### src/rtl/pr_arbiter_n.sv
// Registered N-channel priority resolver (IRR/ISR, rotation, EOI, SMM/SFNM); PR_POLL_EN adds poll/poll_word.
// Latency: irr/isr update 1 cycle after inputs; int_req/int_id follow the new state 1 cycle later.
// Backpressure: int_req is held until ack (or poll); an ack with no pending request only pulses spurious.
module pr_arbiter_n #(
    parameter int NUM_IRQ = 8,
    parameter int ID_W    = $clog2(NUM_IRQ)
) (
    input  logic               clock,
    input  logic               reset_n,
    input  logic [NUM_IRQ-1:0] irq_in,
    input  logic               level_trigger,
    input  logic [NUM_IRQ-1:0] int_mask,
    input  logic               special_mask_mode,
    input  logic               special_fully_nested,
    input  logic               auto_eoi,
    input  logic               auto_rotate,
    output logic               int_req,
    output logic [ID_W-1:0]    int_id,
    input  logic               ack,
    output logic               spurious,
    input  logic               eoi,
    input  logic               eoi_specific,
    input  logic [ID_W-1:0]    eoi_id,
    input  logic               eoi_rotate,
    input  logic               set_priority,
    input  logic [ID_W-1:0]    priority_base,
`ifdef PR_POLL_EN
    input  logic               poll,
    output logic [ID_W:0]      poll_word,
`endif
    output logic [NUM_IRQ-1:0] irr,
    output logic [NUM_IRQ-1:0] isr,
    output logic [ID_W-1:0]    lowest_priority
);

    logic [NUM_IRQ-1:0] irq_prev;
    logic [NUM_IRQ-1:0] cand;
    logic [NUM_IRQ-1:0] blk;
    logic [NUM_IRQ-1:0] irr_nxt;
    logic [NUM_IRQ-1:0] isr_nxt;
    logic [ID_W-1:0]    lp_nxt;
    logic [ID_W-1:0]    scan_ch;
    logic [ID_W-1:0]    win_id;
    logic [ID_W-1:0]    isr_top_id;
    logic [ID_W-1:0]    eoi_clr_id;
    logic               win_vld;
    logic               eoi_clr;
    logic               take;
    int                 cand_rank;
    int                 blk_rank;
    int                 isr_rank;

    // Channel sitting at a given rank (0 = highest) for the current rotation; wrap is explicit mod N.
    function automatic logic [ID_W-1:0] chan_at(input logic [ID_W-1:0] lp, input int rank);
        int c;
        c = int'(lp) + 1 + rank;
        if (c >= NUM_IRQ) c = c - NUM_IRQ;
        return ID_W'(c);
    endfunction

`ifdef PR_POLL_EN
    assign take = (ack | poll) & int_req;
`else
    assign take = ack & int_req;
`endif

    assign cand = irr & ~int_mask;
    assign blk  = special_mask_mode ? (isr & ~int_mask) : isr;

    // Scan from lowest rank upward so the last hit is the highest-priority one.
    always_comb begin
        cand_rank  = NUM_IRQ;
        blk_rank   = NUM_IRQ;
        isr_rank   = NUM_IRQ;
        win_id     = '0;
        isr_top_id = '0;
        scan_ch    = '0;
        for (int k = NUM_IRQ - 1; k >= 0; k--) begin
            scan_ch = chan_at(lowest_priority, k);
            if (cand[scan_ch]) begin
                cand_rank = k;
                win_id    = scan_ch;
            end
            if (blk[scan_ch]) blk_rank = k;
            if (isr[scan_ch]) begin
                isr_rank   = k;
                isr_top_id = scan_ch;
            end
        end
        win_vld = (cand_rank < NUM_IRQ) &&
                  ((cand_rank < blk_rank) ||
                   (special_fully_nested && (cand_rank == blk_rank)));
    end

    // Only a bit that is actually in service counts as cleared, which gates eoi_rotate.
    always_comb begin
        eoi_clr    = 1'b0;
        eoi_clr_id = '0;
        if (eoi) begin
            if (eoi_specific) begin
                if ((int'(eoi_id) < NUM_IRQ) && isr[eoi_id]) begin
                    eoi_clr    = 1'b1;
                    eoi_clr_id = eoi_id;
                end
            end else if (isr_rank < NUM_IRQ) begin
                eoi_clr    = 1'b1;
                eoi_clr_id = isr_top_id;
            end
        end
    end

    always_comb begin
        if (level_trigger) begin
            irr_nxt = irq_in;
        end else begin
            irr_nxt = irr & ~(irq_prev & ~irq_in);
            if (take) irr_nxt[int_id] = 1'b0;
            irr_nxt = irr_nxt | (irq_in & ~irq_prev);
        end
    end

    // EOI clears before ack sets, so a same-bit ack re-enters service.
    always_comb begin
        isr_nxt = isr;
        if (eoi_clr) isr_nxt[eoi_clr_id] = 1'b0;
        if (take && !auto_eoi) isr_nxt[int_id] = 1'b1;
    end

    always_comb begin
        lp_nxt = lowest_priority;
        if (eoi_clr && eoi_rotate) lp_nxt = eoi_clr_id;
        if (take && auto_eoi && auto_rotate) lp_nxt = int_id;
        if (set_priority && (int'(priority_base) < NUM_IRQ)) lp_nxt = priority_base;
    end

    // int_req drops for the cycle after an ack so the stale winner cannot be taken twice.
    always_ff @(posedge clock or negedge reset_n) begin
        if (!reset_n) begin
            irq_prev        <= '0;
            irr             <= '0;
            isr             <= '0;
            int_req         <= 1'b0;
            int_id          <= '0;
            spurious        <= 1'b0;
            lowest_priority <= ID_W'(NUM_IRQ - 1);
        end else begin
            irq_prev        <= irq_in;
            irr             <= irr_nxt;
            isr             <= isr_nxt;
            spurious        <= ack & ~int_req;
            lowest_priority <= lp_nxt;
            if (take) begin
                int_req <= 1'b0;
            end else begin
                int_req <= win_vld;
                if (win_vld) int_id <= win_id;
            end
        end
    end

`ifdef PR_POLL_EN
    always_ff @(posedge clock or negedge reset_n) begin
        if (!reset_n) begin
            poll_word <= '0;
        end else if (poll) begin
            poll_word <= {int_req, int_id};
        end
    end
`endif

endmodule

### config.mk
export PLATFORM = sky130hd
export DESIGN_NAME = pr_arbiter_n
export DESIGN_NICKNAME = d
export VERILOG_FILES = /design/src/rtl/pr_arbiter_n.sv
export SDC_FILE = /design/constraint.sdc
export NUM_CORES = 1
export LEC_CHECK = 0
export CAP_MARGIN = 20
export CORE_MARGIN = 2
export CORE_UTILIZATION = 35
export CTS_CLUSTER_DIAMETER = 50
export DETAILED_ROUTE_END_ITERATION = 10
export PLACE_DENSITY_LB_ADDON = 0.05
export SLEW_MARGIN = 10
export SYNTH_ARGS = -nofsm -noshare
export SYNTH_HDL_FRONTEND = slang
export SYNTH_SLANG_ARGS = --single-unit
### constraint.sdc
create_clock -name clock -period 10.8 [get_ports clock]
set_input_delay 2.16 -clock clock [delete_from_list [all_inputs] [get_ports clock]]
set_output_delay 2.16 -clock clock [all_outputs]
set_load 0.01 [all_outputs]
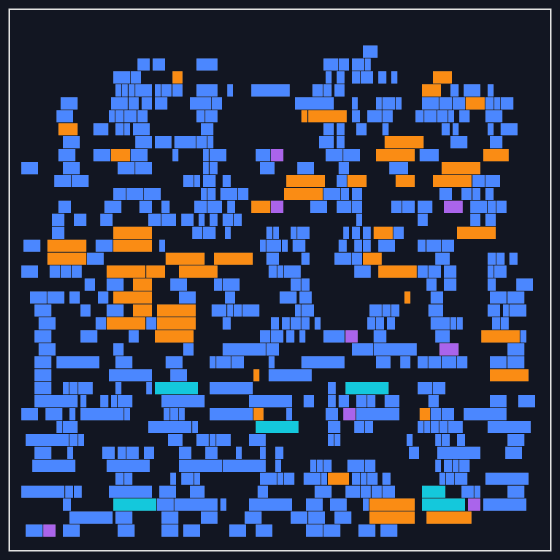
*Cell sizes after repair*
Key: _6 and larger = cyan [cells 6, most used clkbuf_16]; _0 and _1 cells = blue [cells 463, most used clkdlybuf4s50_1]; _2 cells = orange [cells 48, most used mux4_2]; _3 and _4 cells = purple [cells 8, most used buf_4]

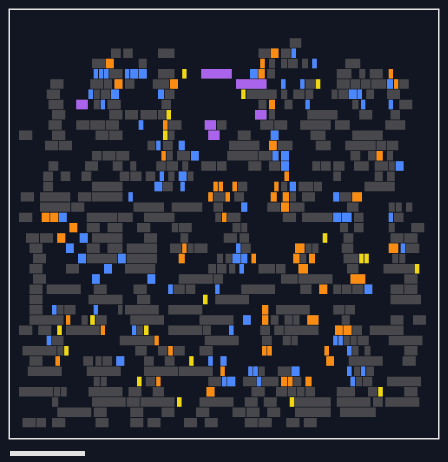
*Selected gate families*
Scale bar: 20 um.
Key: nor cells = orange [cells 59, most used nor2_1]; nand cells = blue [cells 78, most used nand2_1, where spread over the die]; inv cells = yellow [cells 19, most used inv_1, where spread over the die]; xor and xnor cells = purple [cells 6, most used xnor2_1, where north]

==> impl_metrics.env <==
# implementation run metrics
export IMPL_pre_cts_slack_ns=4.98
export IMPL_p_clk_frac=0.088
export IMPL_hold_path_depth=1
export IMPL_seq_power_mw=0.250
export IMPL_total_power_mw=1.64
export IMPL_cp_required_ns=10.97
export IMPL_top_area_cell_class="multi-input combinational cells"
export IMPL_critPathBufInv=4
export IMPL_min_from="irq_prev[3]$_DFF_PN0_"
export IMPL_yosysWarnings=0
export IMPL_area_growth_pct=18.6
export IMPL_fin_tns_setup_ns=0
export IMPL_setup_violations=0
export IMPL_yosysTopAreaCellShare=0.173
export IMPL_fmax_mhz=176
export IMPL_p_per_area_nw_per_um2=330
export IMPL_end_kind="flip-flop"
export IMPL_hp_class="reg2reg"
export IMPL_drt_iter0_markers=327
export IMPL_setup_worst_path_start="lowest_priority[0]$_DFFE_PN1P_"
export IMPL_buffers=62
export IMPL_worstMarginPinSlew_ns=0.796
export IMPL_topCellsByArea="dfrtp_1, mux4_2, mux2i_1"
export IMPL_num_vias=4208
export IMPL_cts_clk_slew_worst_paths_ns=0.05
export IMPL_cp_cell_sequence="buf_4 -> inv_2 -> ha_1 -> buf_4 -> inv_2 -> mux4_2 -> mux2_2 -> nand2b_1 -> a21oi_1 -> nor2_1 -> ha_1 -> nor2b_1 -> o21a_1 -> o21a_1 -> o22ai_1 -> nand3_1 -> o41ai_1"
export IMPL_syn_area_um2=4190
export IMPL_seqCellArea_um2=805
export IMPL_cp_num_cells=17
export IMPL_whs_ns=0.416
export IMPL_nClkBuffers=7
export IMPL_dp_hpwl_mm=10.4
export IMPL_r2r_slack_ns=5.12
export IMPL_crit_end="int_id[1]$_DFFE_PN0P_"
export IMPL_crit_fanout=46
export IMPL_yosysTopAreaCell="dfrtp_1"
export IMPL_routedWlPerCell_um=20.8
export IMPL_min_to="irr[3]$_DFF_PN0_"
export IMPL_final_cells=668
export IMPL_place_area_um2=4820
export IMPL_postCtsSetupBuffers=0
export IMPL_clk_path_buf_depth=2
export IMPL_syn_nets=532
export IMPL_power_switching_mw=0.839
export IMPL_first_pass_iters=5
export IMPL_ff_count=32
export IMPL_top_cells_by_count="mux2i_1, nand2_1, a21oi_1"
export IMPL_cts_root_buffer="clkbuf_16"
export IMPL_p_sw_frac=0.511
export IMPL_cts_buffers=5
export IMPL_mostFrequentLayoutCells="clkdlybuf4s50_1, mux2i_1, nand2_1"
export IMPL_n_antenna_cell=0
export IMPL_viasPerCell=6.30
export IMPL_r2r_cells=17
export IMPL_crit_type="reg2reg"
export IMPL_worstPathArrival_ns=5.85
export IMPL_n_all_inverters=19
export IMPL_power_static_leakage_nw=1.93
export IMPL_cts_sinks=32
export IMPL_fillCellCount=1163
export IMPL_drc=0
export IMPL_port_buffers=57
export IMPL_grt_total_usage=0.217
export IMPL_yosysUniqueCellTypes=72
export IMPL_place_congestion=0.871
export IMPL_postCtsHoldBufs=0
export IMPL_antenna_found_initial=0
export IMPL_status="finished, final reports clean"
export IMPL_synth_cells=492
export IMPL_ys_seq_frac=0.192
export IMPL_logic_area_um2=3160
export IMPL_post_route_period_util=0.526
export IMPL_logic_gate_count=404
export IMPL_ant_nets=0
export IMPL_dpl_cell_count=660
export IMPL_cts_tree="built"
export IMPL_seq_power_share=0.152
export IMPL_cp_slowest_stage_delay_ns=0.59
export IMPL_grt_pass1_wl_mm=22.1
export IMPL_rsz0062_at_grt="false"
export IMPL_internal_power_mw=0.803
export IMPL_top_power_group="combinational cells"
export IMPL_synthArstFlopShare=1.00
export IMPL_fin_area_um2=4970
export IMPL_relSlewSlack=0.466
export IMPL_cts_resized=0
export IMPL_final_layout_size_suffix_gt1_frac=0.118
export IMPL_pg_comb_mw=1.25
export IMPL_clkLatencyLatePin_ns=0.28
export IMPL_ios=58
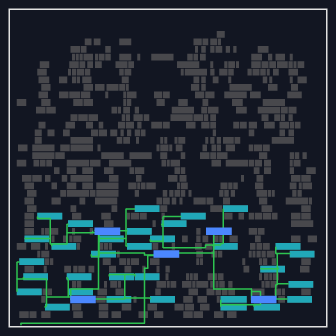
*Clock wires, drivers and flops*
Key: flip-flops = cyan [count 32]; clock wires = green [length 511 um]; clock drivers = blue [count 5]
There are 6 routed clock nets.

[cell families (layout without fill, tap and decap cells)]
kind of cell             count (synthesis)  after routing  synth area share
adder cells (fa/ha/maj)                  6              6            0.0179
AND-OR/OR-AND                          155            155             0.255
buffers and inverters                   56             89            0.0546
AND/OR/NAND/NOR                        157            157             0.194
XOR/XNOR                                 6              6            0.0191
multiplexers                            80             80             0.267
flip-flops                              32             32             0.192
[flip-flops by register name, summed over array words and instances (netlist names)]
register         cells
irq_prev             8
int_req              1
isr                  8
lowest_priority      3
int_id               3
irr                  8
spurious             1
[routing by layer]
layer,vias to the layer above,GRT usage,routed length [um]
li1,1963,-,-
met1,2071,0.308,6310
met2,155,0.350,6590
met3,19,0.0383,823
met4,0,0.0463,168
met5,-,0,0
